File: src/rtl/alu_arbiter_if.sv
// Bus bundle between two requesters, the arbiter and the shared fixed-point ALU.
// The slave modport is the arbiter's view; the master modport is the environment's view.
interface alu_arbiter_if #(
  parameter int INST_W = 4,
  parameter int DATA_W = 16
);
  logic                     req0_valid;
  logic                     req0_ready;
  logic        [INST_W-1:0] req0_inst;
  logic signed [DATA_W-1:0] req0_a;
  logic signed [DATA_W-1:0] req0_b;
  logic                     rsp0_valid;
  logic signed [DATA_W-1:0] rsp0_data;
  logic                     rsp0_err;

  logic                     req1_valid;
  logic                     req1_ready;
  logic        [INST_W-1:0] req1_inst;
  logic signed [DATA_W-1:0] req1_a;
  logic signed [DATA_W-1:0] req1_b;
  logic                     rsp1_valid;
  logic signed [DATA_W-1:0] rsp1_data;
  logic                     rsp1_err;

  logic                     alu_in_valid;
  logic                     alu_busy;
  logic        [INST_W-1:0] alu_inst;
  logic signed [DATA_W-1:0] alu_data_a;
  logic signed [DATA_W-1:0] alu_data_b;
  logic                     alu_out_valid;
  logic signed [DATA_W-1:0] alu_data;

  modport slave (
    input  req0_valid, req0_inst, req0_a, req0_b,
    input  req1_valid, req1_inst, req1_a, req1_b,
    input  alu_busy, alu_out_valid, alu_data,
    output req0_ready, rsp0_valid, rsp0_data, rsp0_err,
    output req1_ready, rsp1_valid, rsp1_data, rsp1_err,
    output alu_in_valid, alu_inst, alu_data_a, alu_data_b
  );

  modport master (
    output req0_valid, req0_inst, req0_a, req0_b,
    output req1_valid, req1_inst, req1_a, req1_b,
    output alu_busy, alu_out_valid, alu_data,
    input  req0_ready, rsp0_valid, rsp0_data, rsp0_err,
    input  req1_ready, rsp1_valid, rsp1_data, rsp1_err,
    input  alu_in_valid, alu_inst, alu_data_a, alu_data_b
  );
endinterface

File: src/rtl/alu_arbiter.sv
// Round-robin arbiter sharing one ALU between two requesters. One operation is
// outstanding at a time; its result (or a watchdog error) returns to its issuer.
module alu_arbiter #(
  parameter int INST_W  = 4,
  parameter int DATA_W  = 16,
  parameter int TIMEOUT = 32
) (
  input  logic          i_clk,
  input  logic          i_rst_n,
  alu_arbiter_if.slave  bus
);
  localparam int TMR_W = $clog2(TIMEOUT);
  localparam logic [TMR_W-1:0] TMR_LAST = TMR_W'(TIMEOUT - 1);

  typedef enum logic [1:0] {IDLE = 2'd0, ISSUE = 2'd1, WAIT = 2'd2, RESP = 2'd3} state_t;

  state_t                   state;
  state_t                   state_nx;
  logic                     last_gnt;
  logic                     gnt;
  logic                     gnt_any;
  logic                     accept;
  logic                     owner;
  logic                     tmr_hit;
  logic        [TMR_W-1:0]  timer;
  logic        [INST_W-1:0] inst_q;
  logic signed [DATA_W-1:0] a_q;
  logic signed [DATA_W-1:0] b_q;
  logic signed [DATA_W-1:0] rsp_data;
  logic                     rsp_err;

  // Pick the requester; on a tie the one that did not win last time goes first
  always_comb begin
    gnt_any = bus.req0_valid | bus.req1_valid;
    gnt     = bus.req1_valid;
    if (bus.req0_valid && bus.req1_valid) gnt = ~last_gnt;
  end

  assign accept  = (state == IDLE) && gnt_any && !bus.alu_busy;
  assign tmr_hit = (timer == TMR_LAST);

  // State register
  always_ff @(posedge i_clk or negedge i_rst_n) begin
    if (!i_rst_n) state <= IDLE;
    else          state <= state_nx;
  end

  // Next-state: a result arriving on the last watchdog cycle still wins over the error
  always_comb begin
    state_nx = state;
    case (state)
      IDLE:    if (accept) state_nx = ISSUE;
      ISSUE:   state_nx = WAIT;
      WAIT:    if (bus.alu_out_valid || tmr_hit) state_nx = RESP;
      RESP:    state_nx = IDLE;
      default: state_nx = IDLE;
    endcase
  end

  // Outputs: ready is masked by reset so every output reads 0 while reset is held
  always_comb begin
    bus.req0_ready   = i_rst_n & accept & ~gnt;
    bus.req1_ready   = i_rst_n & accept & gnt;
    bus.alu_in_valid = (state == ISSUE);
    bus.alu_inst     = inst_q;
    bus.alu_data_a   = a_q;
    bus.alu_data_b   = b_q;
    bus.rsp0_valid   = 1'b0;
    bus.rsp0_data    = '0;
    bus.rsp0_err     = 1'b0;
    bus.rsp1_valid   = 1'b0;
    bus.rsp1_data    = '0;
    bus.rsp1_err     = 1'b0;
    if (state == RESP) begin
      if (owner) begin
        bus.rsp1_valid = 1'b1;
        bus.rsp1_data  = rsp_data;
        bus.rsp1_err   = rsp_err;
      end else begin
        bus.rsp0_valid = 1'b1;
        bus.rsp0_data  = rsp_data;
        bus.rsp0_err   = rsp_err;
      end
    end
  end

  // Capture the accepted command and its owner; advance the round-robin pointer on response
  always_ff @(posedge i_clk or negedge i_rst_n) begin
    if (!i_rst_n) begin
      owner    <= 1'b0;
      inst_q   <= '0;
      a_q      <= '0;
      b_q      <= '0;
      last_gnt <= 1'b1;
    end else begin
      if (accept) begin
        owner  <= gnt;
        inst_q <= gnt ? bus.req1_inst : bus.req0_inst;
        a_q    <= gnt ? bus.req1_a    : bus.req0_a;
        b_q    <= gnt ? bus.req1_b    : bus.req0_b;
      end
      if (state == RESP) last_gnt <= owner;
    end
  end

  // Watchdog timer and response capture; the timer stops when leaving WAIT so it never wraps
  always_ff @(posedge i_clk or negedge i_rst_n) begin
    if (!i_rst_n) begin
      timer    <= '0;
      rsp_data <= '0;
      rsp_err  <= 1'b0;
    end else begin
      case (state)
        ISSUE: timer <= '0;
        WAIT: begin
          if (bus.alu_out_valid) begin
            rsp_data <= bus.alu_data;
            rsp_err  <= 1'b0;
          end else if (tmr_hit) begin
            rsp_data <= '0;
            rsp_err  <= 1'b1;
          end else begin
            timer <= timer + TMR_W'(1);
          end
        end
        default: ;
      endcase
    end
  end
endmodule

File: src/flat_wrapper.sv
// flat-port wrapper written by rule: the top's interface ports become plain ports
module alu_arbiter_flat 
#(
  parameter int INST_W  = 4,
  parameter int DATA_W  = 16,
  parameter int TIMEOUT = 32
)
  (i_clk, i_rst_n, bus_req0_valid, bus_req0_inst, bus_req0_a, bus_req0_b, bus_req1_valid, bus_req1_inst, bus_req1_a, bus_req1_b, bus_alu_busy, bus_alu_out_valid, bus_alu_data, bus_req0_ready, bus_rsp0_valid, bus_rsp0_data, bus_rsp0_err, bus_req1_ready, bus_rsp1_valid, bus_rsp1_data, bus_rsp1_err, bus_alu_in_valid, bus_alu_inst, bus_alu_data_a, bus_alu_data_b);
  alu_arbiter_if #(.INST_W(INST_W), .DATA_W(DATA_W)) bus_i ();
  input  logic i_clk;
  input  logic i_rst_n;
  input wire logic [$bits(bus_i.req0_valid)-1:0] bus_req0_valid;
  input wire logic [$bits(bus_i.req0_inst)-1:0] bus_req0_inst;
  input wire logic [$bits(bus_i.req0_a)-1:0] bus_req0_a;
  input wire logic [$bits(bus_i.req0_b)-1:0] bus_req0_b;
  input wire logic [$bits(bus_i.req1_valid)-1:0] bus_req1_valid;
  input wire logic [$bits(bus_i.req1_inst)-1:0] bus_req1_inst;
  input wire logic [$bits(bus_i.req1_a)-1:0] bus_req1_a;
  input wire logic [$bits(bus_i.req1_b)-1:0] bus_req1_b;
  input wire logic [$bits(bus_i.alu_busy)-1:0] bus_alu_busy;
  input wire logic [$bits(bus_i.alu_out_valid)-1:0] bus_alu_out_valid;
  input wire logic [$bits(bus_i.alu_data)-1:0] bus_alu_data;
  output wire logic [$bits(bus_i.req0_ready)-1:0] bus_req0_ready;
  output wire logic [$bits(bus_i.rsp0_valid)-1:0] bus_rsp0_valid;
  output wire logic [$bits(bus_i.rsp0_data)-1:0] bus_rsp0_data;
  output wire logic [$bits(bus_i.rsp0_err)-1:0] bus_rsp0_err;
  output wire logic [$bits(bus_i.req1_ready)-1:0] bus_req1_ready;
  output wire logic [$bits(bus_i.rsp1_valid)-1:0] bus_rsp1_valid;
  output wire logic [$bits(bus_i.rsp1_data)-1:0] bus_rsp1_data;
  output wire logic [$bits(bus_i.rsp1_err)-1:0] bus_rsp1_err;
  output wire logic [$bits(bus_i.alu_in_valid)-1:0] bus_alu_in_valid;
  output wire logic [$bits(bus_i.alu_inst)-1:0] bus_alu_inst;
  output wire logic [$bits(bus_i.alu_data_a)-1:0] bus_alu_data_a;
  output wire logic [$bits(bus_i.alu_data_b)-1:0] bus_alu_data_b;
  assign bus_i.req0_valid = bus_req0_valid;
  assign bus_i.req0_inst = bus_req0_inst;
  assign bus_i.req0_a = bus_req0_a;
  assign bus_i.req0_b = bus_req0_b;
  assign bus_i.req1_valid = bus_req1_valid;
  assign bus_i.req1_inst = bus_req1_inst;
  assign bus_i.req1_a = bus_req1_a;
  assign bus_i.req1_b = bus_req1_b;
  assign bus_i.alu_busy = bus_alu_busy;
  assign bus_i.alu_out_valid = bus_alu_out_valid;
  assign bus_i.alu_data = bus_alu_data;
  assign bus_req0_ready = bus_i.req0_ready;
  assign bus_rsp0_valid = bus_i.rsp0_valid;
  assign bus_rsp0_data = bus_i.rsp0_data;
  assign bus_rsp0_err = bus_i.rsp0_err;
  assign bus_req1_ready = bus_i.req1_ready;
  assign bus_rsp1_valid = bus_i.rsp1_valid;
  assign bus_rsp1_data = bus_i.rsp1_data;
  assign bus_rsp1_err = bus_i.rsp1_err;
  assign bus_alu_in_valid = bus_i.alu_in_valid;
  assign bus_alu_inst = bus_i.alu_inst;
  assign bus_alu_data_a = bus_i.alu_data_a;
  assign bus_alu_data_b = bus_i.alu_data_b;
  alu_arbiter #(.INST_W(INST_W), .DATA_W(DATA_W), .TIMEOUT(TIMEOUT)) u_core (.i_clk(i_clk), .i_rst_n(i_rst_n), .bus(bus_i));
endmodule
File: config.mk
export PLATFORM = sky130hd
export DESIGN_NAME = alu_arbiter_flat
export DESIGN_NICKNAME = d
export VERILOG_FILES = /design/src/rtl/alu_arbiter_if.sv /design/src/rtl/alu_arbiter.sv /design/src/flat_wrapper.sv
export SDC_FILE = /design/constraint.sdc
export NUM_CORES = 1
export LEC_CHECK = 0
export CAP_MARGIN = 40
export CORE_UTILIZATION = 44
export CTS_BUF_LIST = sky130_fd_sc_hd__clkbuf_4
export DETAILED_ROUTE_END_ITERATION = 6
export PLACE_DENSITY = 0.89
export SLEW_MARGIN = 20
export SYNTH_ARGS = -nofsm -noshare
export SYNTH_HDL_FRONTEND = slang
export SYNTH_SLANG_ARGS = --single-unit
File: constraint.sdc
create_clock -name i_clk -period 5.4 [get_ports i_clk]
set_clock_uncertainty 0.05 [all_clocks]
set_input_delay 1.08 -clock i_clk [delete_from_list [all_inputs] [get_ports i_clk]]
set_output_delay 1.08 -clock i_clk [all_outputs]
set_load 0.1 [all_outputs]
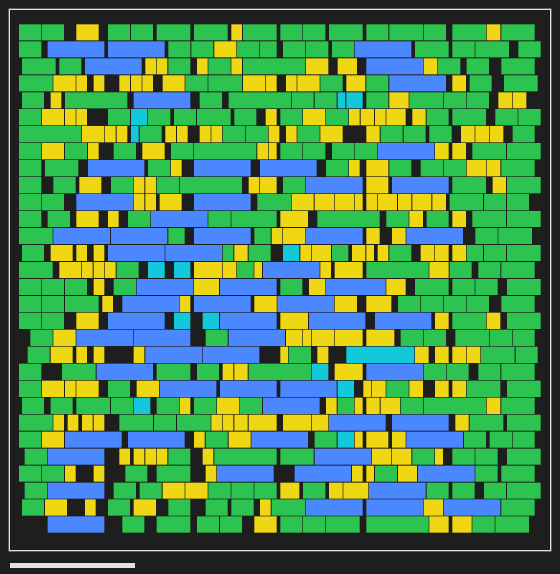
*Cells coloured by class, run 1*
Bar = 20 µm.
| colour | class | cells | share of their area |
|---|---|---|---|
| yellow | all other logic | 206 | 24% |
| cyan | clock drivers and dummy loads | 14 | 2.0% |
| green | other buffers and delay cells | 248 | 49% |
| blue | flops | 62 | 25% |
Seq/total area: 24.9%
Core Util, Final: 91.2%
row count: 30

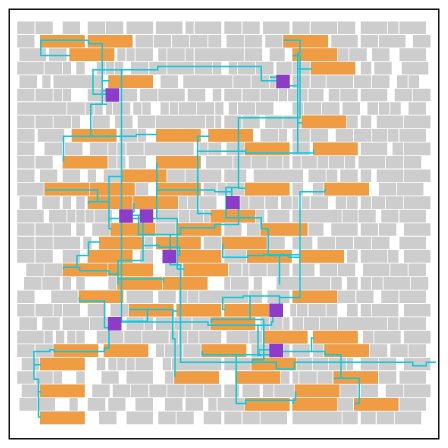
*Clock distribution, run 1*
[orange] flip-flops | count: 62
[cyan] clock wires | length: 896 µm
[purple] cells driving clock nets | count: 9
routed clock nets: 10
Clock group: 319 µW
Skew-Pair Late Insertion Delay: 430 ps
clock group share of total power: 7.7%

==> results.py, run 1 <==
# Flow results
metrics = {
    "synthesis": {
        "fp_nets": 395,
        "async_reset_ff_share_pct": 100,
        "yosysWarnings": 0,
        "postSynthSeqShare_pct": 49.4,
        "postSynthCellCount": 294,
        "ys_sh_aoi_pct": 18.9,
        "ys_top_cells_by_area": "dfrtp_1 (49%), mux2i_1 (12%), o21ai_0 (8.3%)",
        "ys_top_cells_by_count": "dfrtp_1 (61), o21ai_0 (52), mux2i_1 (38)",
        "yosysCellCount": 294,
        "syn_area_per_cell_um2": 10.7,
        "yosysTopAreaCell": "dfrtp_1",
        "synthesis.area_um2": 3150,
        "top_cell": "dfrtp_1",
        "synth_cell_types": 30,
        "synthXorXnorAreaFrac_pct": 0,
        "ys_sh_mux_pct": 13.2,
        "topCombFamilyByArea": "AND-OR/OR-AND gates",
        "yosys.area_share.simple_pct": 10.6,
        "edf_count": 0,
        "flop_cell": "dfrtp_1",
    },
    "timing": {
        "final_max_slew_viol_count": 0,
        "fin_tns_setup_ps": 0,
        "final.min_clock_period_ps": 4090,
        "worst_pin_slew_ps": 756,
        "finalCritPeriodShare_pct": 75.8,
        "hold_viol": 0,
        "max_freq_ghz": 0.244,
    },
    "detailed_routing": {
        "vias": 3723,
        "antenna_left": 0,
        "drt_iter0_markers": 309,
        "met3_wirelength_um": 1360,
        "wl_per_cell_um": 22.9,
        "wirelength_um": 14300,
        "drcViolationCount": 0,
        "top_layer_used": "met4",
        "route.met2.wl_um": 7140,
        "first_pass_iters": 6,
    },
    "worst_setup_path": {
        "required_ps": 4270,
        "max_stage_delay_ps": 520,
        "cp_slowest_cell": "clkdlybuf4s50_1",
        "reg2reg_depth": 6,
        "worst-path-stages": 5,
        "startpoint_type": "primary input",
        "critPathMostFrequentCell": "buf_4",
        "critPathLaunch": "bus_alu_busy",
        "cp_cell_sequence": "clkdlybuf4s50_1 -> nand2b_1 -> buf_4 -> nor3_1 -> buf_4",
        "critPathCapture": "bus_req1_ready",
        "end_kind": "primary output",
        "path_max_fanout": 25,
        "path_delay_family": "buffers and inverters",
    },
    "pwr": {
        "powerDensity_nw_per_um2": 668,
        "combPwrFrac_pct": 71.8,
        "switching_share_pct": 53.9,
        "seqPwrFrac_pct": 20.5,
        "top_power_group": "combinational cells",
        "seq-power_uw": 854,
    },
    "layout": {
        "logic_area_um2": 1430,
        "nets": 628,
        "regArea_um2": 1550,
        "n_fill_cell": 265,
    },
    "flow_run": {
        "warnings": 30,
        "maxCapViolations": 0,
    },
    "clocking": {
        "cts-hold-fix-buffers": 0,
        "cts_root_buf": "clkbuf_4",
        "cts_htree_levels": 3,
        "cts_setup_buffers": 0,
        "clk_path_buf_depth": 2,
    },
    "grt": {
        "busiest_layer": "met2",
        "met1_usage_pct": 36.9,
        "grt_max_degree": 63,
        "track_usage_pct": 35.6,
        "grt_pass1_wl_um": 19500,
        "antenna_found_initial": 1,
        "grt_overflow": 0,
        "grtUsageMet2_pct": 63.1,
    },
    "floorplan": {
        "fp_util_pct": 46.0,
        "die_w_um": 86.6,
        "die_area_um2": 7490,
    },
    "worst_hold_path": {
        "hold_path_end": "u_core.bus.alu_data_a[3]",
        "hold_depth": 2,
    },
    "place": {
        "gp_congestion": 0.793,
        "place_hpwl_um": 9210,
        "numPortBuffers": 168,
        "placed_cell_area_um2": 6070,
    },
    "outcome": {
        "outcome": "finished clean",
    },
}
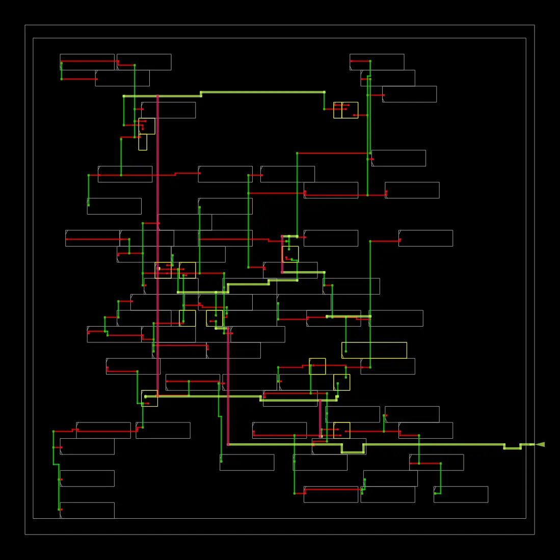
*The clock network, run 1*
flip-flops: 62
total CTS buffers: 9
clkbuf count: 11
clk sinks: 62

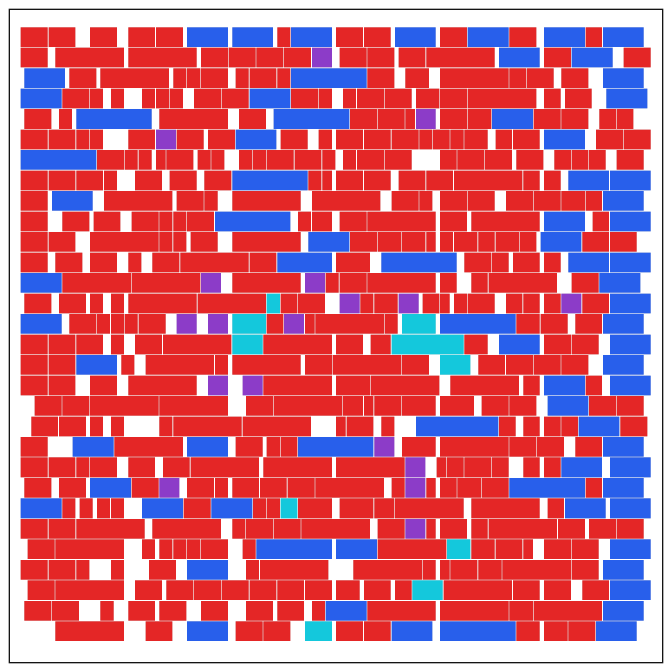
*Drive-strength map, run 1*
| colour | size | cells | share |
|---|---|---|---|
| purple | drive 3 to 4 | 18 | 3.4% |
| red | drive 1 or less | 426 | 80% |
| cyan | drive 2 | 10 | 1.9% |
| blue | drive 6 and up | 76 | 14% |
Area growth syn-to-layout: 98.1%
setup slack after layout: 1310 ps
Plain + repair buffers: 248
final instance area: 6230 µm²

==> run 1: layout by cell type, fill, tap and decap left out, drive strengths merged, types with 2 or more instances in the layout <==
master         netlist  routed
ha                   7       7
o211ai               3       3
clkbuf              12      11
clkinv               0       2
a22o                18      18
clkdlybuf4s50        0     165
inv                  3       3
dfrtp               61      61
nor2                 4       4
o21ai               74      74
buf                 14      83
nand2b               3       3
and3                18      18
nand2                5       5
mux2                 3       3
and2                19      19
nor3b                2       2
mux2i               38      38
==> run 1: cell type report <==
class / count / share of cell area (%)
Antenna cell: 1 / 0.0402
Clock buffer: 11 / 1.33
Clock inverter: 3 / 0.603
Inverter: 3 / 0.181
Multi-Input combinational cell: 203 / 23.0
Sequential cell: 62 / 24.9
Tap cell: 96 / 1.93
Timing Repair Buffer: 248 / 48.0
### The metal 1 layer, run 1

Supply wires on this layer in grey. Cells faint in the background.
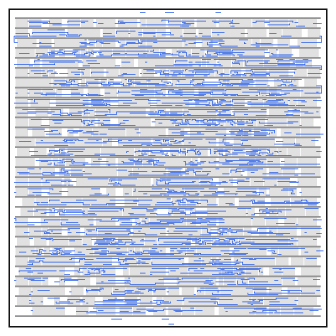

==> run 1 -> run 2 <==
--- a/config.mk
+++ b/config.mk
@@ -6,10 +6,10 @@
 export NUM_CORES = 1
 export LEC_CHECK = 0
 export CAP_MARGIN = 40
-export CORE_UTILIZATION = 44
+export CORE_UTILIZATION = 37
 export CTS_BUF_LIST = sky130_fd_sc_hd__clkbuf_4
 export DETAILED_ROUTE_END_ITERATION = 6
-export PLACE_DENSITY = 0.89
+export PLACE_DENSITY = 0.8
 export SLEW_MARGIN = 20
 export SYNTH_ARGS = -nofsm -noshare
 export SYNTH_HDL_FRONTEND = slang
==> constraint.sdc (replaced) <==
create_clock -name i_clk -period 3.55 [get_ports i_clk]
set_clock_uncertainty 0.05 [all_clocks]
set_input_delay 0.71 -clock i_clk [delete_from_list [all_inputs] [get_ports i_clk]]
set_output_delay 0.71 -clock i_clk [all_outputs]
set_load 0.1 [all_outputs]
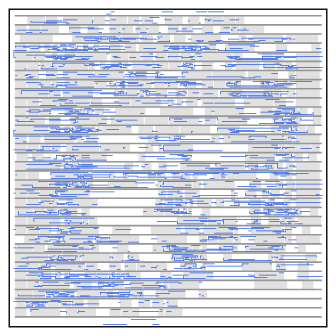
*The metal 1 layer, run 2*
Supply wires on this layer in grey. Cells faint in the background.
main direction: horizontal
share of all routed wire: 42%
Routed Wire Length: 9600 µm
met1 usage: 26.3%

==> run 2 against run 1 <==
Compared with the run above:
- flip-flop count stayed put
- sequential power grew 43%
- die size rose by 18%
- highest routed layer unchanged
==> results.py, run 2 <==
# Flow results
metrics = {
    "outcome": {
        "outcome": "finished clean",
    },
    "detailed_routing": {
        "drcViolationCount": 0,
        "post_drt_via_cell_ratio": 5.14,
        "wl_per_cell_um": 16.0,
        "vias": 3076,
        "route.met2.wl_um": 4780,
        "met3_wirelength_um": 634,
        "antenna_left": 0,
        "first_pass_iters": 4,
        "drt_iter0_markers": 166,
        "top_layer_used": "met4",
    },
    "worst_setup_path": {
        "path_max_fanout": 16,
        "end_kind": "primary output",
        "critPathCapture": "bus_req0_ready",
        "required_ps": 2790,
        "critPathLaunch": "bus_req0_valid",
        "startpoint_type": "primary input",
        "worstPathArrival_ps": 2220,
        "reg2reg_depth": 4,
    },
    "place": {
        "placed_cell_area_um2": 5690,
        "place_hpwl_um": 7180,
        "gp_congestion": 0.765,
        "numPortBuffers": 168,
    },
    "timing": {
        "final.min_clock_period_ps": 2980,
        "worst_pin_slew_ps": 637,
        "max_freq_ghz": 0.335,
        "hold_viol": 0,
        "finalCritPeriodShare_pct": 84.1,
        "fin_ws_ps": 565,
        "fin_tns_setup_ps": 0,
        "final_max_slew_viol_count": 0,
    },
    "clocking": {
        "cts_root_buf": "clkbuf_4",
        "numCtsBuffers": 9,
        "cts_htree_levels": 3,
        "cts-hold-fix-buffers": 0,
        "cts_resized": 0,
        "clk_path_buf_depth": 2,
        "cts_tree": "yes",
        "cts_setup_buffers": 0,
        "clk_latency_ps": 380,
        "clkSinkCount": 62,
    },
    "worst_hold_path": {
        "hold_path_class": "in -> async",
    },
    "pwr": {
        "p_switching_mw": 3.12,
        "pwr-share-clk_pct": 6.6,
        "powerDensity_nw_per_um2": 1010,
        "seq-power_mw": 1.22,
        "p_int_mw": 2.73,
        "pg_clk_uw": 386,
        "seqPwrFrac_pct": 20.9,
        "top_power_group": "combinational cells",
        "switching_share_pct": 53.4,
        "combPwrFrac_pct": 72.5,
    },
    "synthesis": {
        "async_reset_ff_share_pct": 100,
        "synth_cell_types": 30,
        "ys_top_cells_by_area": "dfrtp_1 (49%), mux2i_1 (12%), o21ai_0 (8.3%)",
        "fp_nets": 395,
        "ys_top_cells_by_count": "dfrtp_1 (61), o21ai_0 (52), mux2i_1 (38)",
        "synth.top_cell.area_share_pct": 48.5,
        "synthesis.area_um2": 3150,
        "yosysWarnings": 0,
        "ys_ff": 62,
        "top_cell": "dfrtp_1",
        "postSynthSeqShare_pct": 49.4,
        "postSynthCellCount": 294,
        "edf_count": 0,
        "yosysTopAreaCell": "dfrtp_1",
        "yosysCellCount": 294,
        "syn_area_per_cell_um2": 10.7,
        "flop_cell": "dfrtp_1",
    },
    "floorplan": {
        "rows": 33,
        "io_pins": 169,
        "nWellTaps": 105,
        "die_area_um2": 8870,
        "core_um2": 8220,
        "fp_util_pct": 38.3,
        "die_w_um": 94.2,
    },
    "layout": {
        "signal_buffer_area_fraction_pct": 44.5,
        "logic_area_um2": 1440,
        "seq_area_share_pct": 26.7,
        "largest_class": "non-clock buffers",
        "final-clk-cell-share_pct": 1.66,
        "lay_top_count": "clkdlybuf4s50_1",
        "nFlopsAndLatches": 62,
        "stdcell_area_um2": 5810,
        "mostFrequentLayoutCells": "clkdlybuf4s50_1 (126), dfrtp_1 (61), o21ai_0 (52)",
        "final_util_pct": 70.8,
        "buffers": 211,
        "num_antenna_cells": 0,
        "n_all_inverters": 3,
        "final.clkbuf_count": 11,
        "drive_gt1_share_pct": 21.9,
        "n_fill_cell": 569,
        "nets": 591,
        "comb_share_pct": 24.7,
        "nMultiInputCombCells": 203,
        "regArea_um2": 1550,
        "area_delta_synth_final_pct": 84.8,
    },
    "flow_run": {
        "maxCapViolations": 0,
        "warnings": 31,
    },
    "grt": {
        "grtUsageMet2_pct": 38.4,
        "busiest_layer": "met2",
        "track_usage_pct": 21.8,
        "antenna_found_initial": 0,
        "grt_pass1_vias": 3070,
        "grt_pass1_wl_um": 14700,
        "grt_max_degree": 63,
        "grt_overflow": 0,
    },
}
## run 2: stage by stage
stage | hold WS (ps) | power [mW]
3_5_place_dp | 422 | 5.48
6_report | 217 | 5.85
4_1_cts | 437 | 5.88
5_1_grt | 195 | 6.09
2_1_floorplan | 364 | 3.74
3_3_place_gp | 409 | 4.62
## run 2: worst max-delay path: stages
cell and delay (ps):
clkdlybuf4s50_1 510, a21bo_2 460, nor3b_2 320, buf_12 210
## run 2: kinds of logic (layout without fill, tap and decap cells)
family / count (synthesis) / in the layout / share of synthesized area, %
compound gates: 100 / 100 / 18.9
flops: 62 / 62 / 49.4
simple gates: 55 / 55 / 10.6
mux: 41 / 41 / 13.2
buf+inv: 29 / 228 / 5.17
fa+ha+maj: 7 / 7 / 2.78
### Clock distribution, run 2

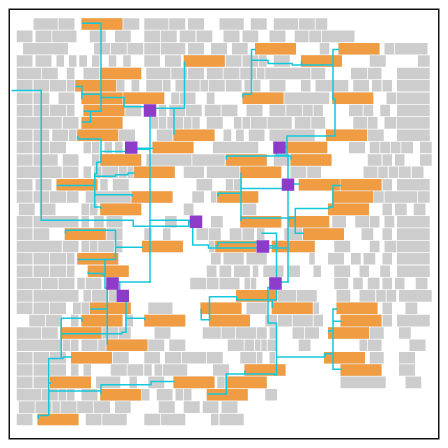

==> run 2 -> run 3 <==
--- a/config.mk
+++ b/config.mk
@@ -6,10 +6,10 @@
 export NUM_CORES = 1
 export LEC_CHECK = 0
 export CAP_MARGIN = 40
-export CORE_UTILIZATION = 37
+export CORE_UTILIZATION = 40
 export CTS_BUF_LIST = sky130_fd_sc_hd__clkbuf_4
 export DETAILED_ROUTE_END_ITERATION = 6
-export PLACE_DENSITY = 0.8
+export PLACE_DENSITY = 0.82
 export SLEW_MARGIN = 20
 export SYNTH_ARGS = -nofsm -noshare
 export SYNTH_HDL_FRONTEND = slang
==> constraint.sdc (replaced) <==
create_clock -name i_clk -period 2.9 [get_ports i_clk]
set_clock_uncertainty 0.05 [all_clocks]
set_input_delay 0.58 -clock i_clk [delete_from_list [all_inputs] [get_ports i_clk]]
set_output_delay 0.58 -clock i_clk [all_outputs]
set_load 0.1 [all_outputs]
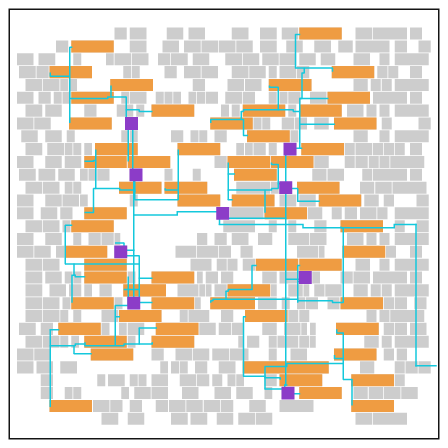
*Clock distribution, run 3*
[orange] flip-flops | count: 62
[cyan] clock wires | length: 727 µm
[purple] cells driving clock nets | count: 9
flops lie: spread over the die
routed clock nets: 10
Skew-Pair Late Insertion Delay: 380 ps
Clock group: 468 µW

==> run 3 against run 2 <==
Compared with the run above:
- cell count decreased by 6.2%
- flip-flop count unchanged
- die size decreased by 7.3%
- hold slack got worse by 100 ps
- sequential share of layout area increased by 4.0 points
- utilization decreased by 2.4 points
- critical path type unchanged
- largest cell class unchanged
- highest routed layer unchanged
==> results.py, run 3 <==
# Flow results
metrics = {
    "outcome": {
        "outcome": "finished clean",
    },
    "synthesis": {
        "synth.top_cell.area_share_pct": 48.5,
        "yosysCellCount": 294,
        "edf_count": 0,
        "postSynthSeqShare_pct": 49.4,
        "ys_sh_mux_pct": 13.2,
        "yosys.area_share.simple_pct": 10.6,
        "ys_sh_aoi_pct": 18.9,
        "synthesis.area_um2": 3150,
        "ys_top_cells_by_area": "dfrtp_1 (49%), mux2i_1 (12%), o21ai_0 (8.3%)",
        "flop_cell": "dfrtp_1",
        "top_cell": "dfrtp_1",
        "yosysWarnings": 0,
        "ys_sh_adder_pct": 2.78,
        "ys_ff": 62,
        "syn_area_per_cell_um2": 10.7,
        "postSynthCellCount": 294,
        "synth_cell_types": 30,
        "async_reset_ff_share_pct": 100,
        "fp_nets": 395,
        "ys_area_um2": 3150,
        "topCombFamilyByArea": "AND-OR/OR-AND gates",
        "yosysTopAreaCell": "dfrtp_1",
        "synthXorXnorAreaFrac_pct": 0,
        "ys_top_cells_by_count": "dfrtp_1 (61), o21ai_0 (52), mux2i_1 (38)",
    },
    "worst_setup_path": {
        "worstPathArrival_ps": 2000,
        "r2r_slack_ps": 900,
        "path_delay_family": "simple AND/OR/NAND/NOR gates",
        "reg2reg_depth": 6,
        "max_stage_delay_ps": 490,
        "required_ps": 2270,
        "path_max_fanout": 4,
        "crit_buf_inv": 2,
        "r2r_start": "u_core.timer[0]",
        "cp_cell_sequence": "clkdlybuf4s50_1 -> nand2b_1 -> or2_1 -> nor3b_4 -> buf_12",
        "startpoint_type": "primary input",
        "cp_slowest_cell": "clkdlybuf4s50_1",
        "reg2reg_to": "u_core.timer[3]",
        "end_kind": "primary output",
        "critPathLaunch": "bus_alu_busy",
    },
    "floorplan": {
        "fp.dieH_um": 90.7,
        "die_area_um2": 8220,
        "io_pins": 169,
        "fp_util_pct": 42.5,
        "core_um2": 7410,
        "nWellTaps": 99,
        "rows": 31,
        "die_w_um": 90.7,
    },
    "timing": {
        "fin_ws_ps": 272,
        "max_freq_ghz": 0.381,
        "final_max_slew_viol_count": 0,
        "fin_tns_setup_ps": 0,
        "whs_ps": 114,
        "final.min_clock_period_ps": 2630,
        "worst_pin_slew_ps": 619,
        "relSlewSlack_pct": 58.7,
        "finalCritPeriodShare_pct": 90.6,
        "rsz0062_at_grt": "false",
        "hold_viol": 0,
    },
    "place": {
        "place_hpwl_um": 6620,
        "post-place-ws_ps": 283,
        "gp_congestion": 0.797,
        "placed_cell_area_um2": 4940,
        "placed_cells": 544,
        "numPortBuffers": 168,
    },
    "layout": {
        "num_antenna_cells": 0,
        "drive_gt1_share_pct": 24.0,
        "logic_area_um2": 1440,
        "seq_area_share_pct": 30.7,
        "regArea_um2": 1550,
        "n_all_inverters": 3,
        "final.clkbuf_count": 10,
        "nMultiInputCombCells": 203,
        "buffers": 178,
        "stdcell_area_um2": 5060,
        "nets": 558,
        "nFlopsAndLatches": 62,
        "area_delta_synth_final_pct": 60.9,
        "largest_class": "non-clock buffers",
        "n_fill_cell": 591,
        "signal_buffer_area_fraction_pct": 36.1,
        "mostFrequentLayoutCells": "clkdlybuf4s50_1 (92), buf_4 (64), dfrtp_1 (61)",
        "lay_top_count": "clkdlybuf4s50_1",
        "finalNonFillerCells": 561,
        "comb_share_pct": 28.5,
        "final-clk-cell-share_pct": 2.05,
        "final_util_pct": 68.3,
    },
    "grt": {
        "grtUsageMet2_pct": 38.8,
        "grt_pass1_vias": 2953,
        "grt_pass1_wl_um": 14500,
        "track_usage_pct": 22.2,
        "met1_usage_pct": 26.8,
        "grt_overflow": 0,
        "antenna_found_initial": 0,
        "busiest_layer": "met2",
        "grt_max_degree": 63,
    },
    "flow_run": {
        "maxCapViolations": 0,
        "warnings": 31,
    },
    "detailed_routing": {
        "wl_per_cell_um": 15.6,
        "drcViolationCount": 0,
        "wirelength_um": 8770,
        "antenna_left": 0,
        "vias": 2903,
        "met3_wirelength_um": 533,
        "first_pass_iters": 4,
        "top_layer_used": "met4",
        "route.met2.wl_um": 4480,
        "drt_iter0_markers": 56,
        "post_drt_via_cell_ratio": 5.17,
    },
    "clocking": {
        "numCtsBuffers": 9,
        "clkSinkCount": 62,
        "cts_root_buf": "clkbuf_4",
        "cts_resized": 0,
        "cts_htree_levels": 3,
        "cts_tree": "yes",
        "cts-hold-fix-buffers": 0,
        "cts_setup_buffers": 0,
        "clk_pin_slew_ps": 100,
        "clk_path_buf_depth": 2,
    },
    "worst_hold_path": {
        "hold_path_class": "in -> async",
    },
    "pwr": {
        "p_leak_nw": 2.45,
        "powerDensity_nw_per_um2": 1210,
        "peakVddDrop_mv": 0.647,
        "p_total_mw": 6.11,
    },
}
-- run 3: cell types whose count changed in the layout (fill, tap and decap cells not counted) --
cell,change
buf_12,+1
clkbuf_4,-1
clkdlybuf4s50_1,-34
clkinv_2,+3
buf_4,+35
buf_16,-14
nor3b_4,+1
nor3b_2,-1
buf_8,-21
-- run 3: worst max-delay path by stage --
stage                      to  slack [ps]  cells past startpoint
2_1_floorplan  bus_req1_ready        -100                      5
3_3_place_gp   bus_req0_ready         300                      5
3_5_place_dp   bus_req0_ready         280                      5
4_1_cts        bus_req0_ready         260                      6
5_1_grt        bus_req0_ready         170                      6
6_report       bus_req0_ready         270                      5
-- run 3: where the power goes --
group          switching [mW]  internal [mW]  total [mW]
sequential              0.251           1.24        1.49
combinational            3.08           1.07        4.15
clock                   0.292          0.176       0.468
total                    3.62           2.48        6.11
No activity file was given, so power comes from the tool's default toggle rates.
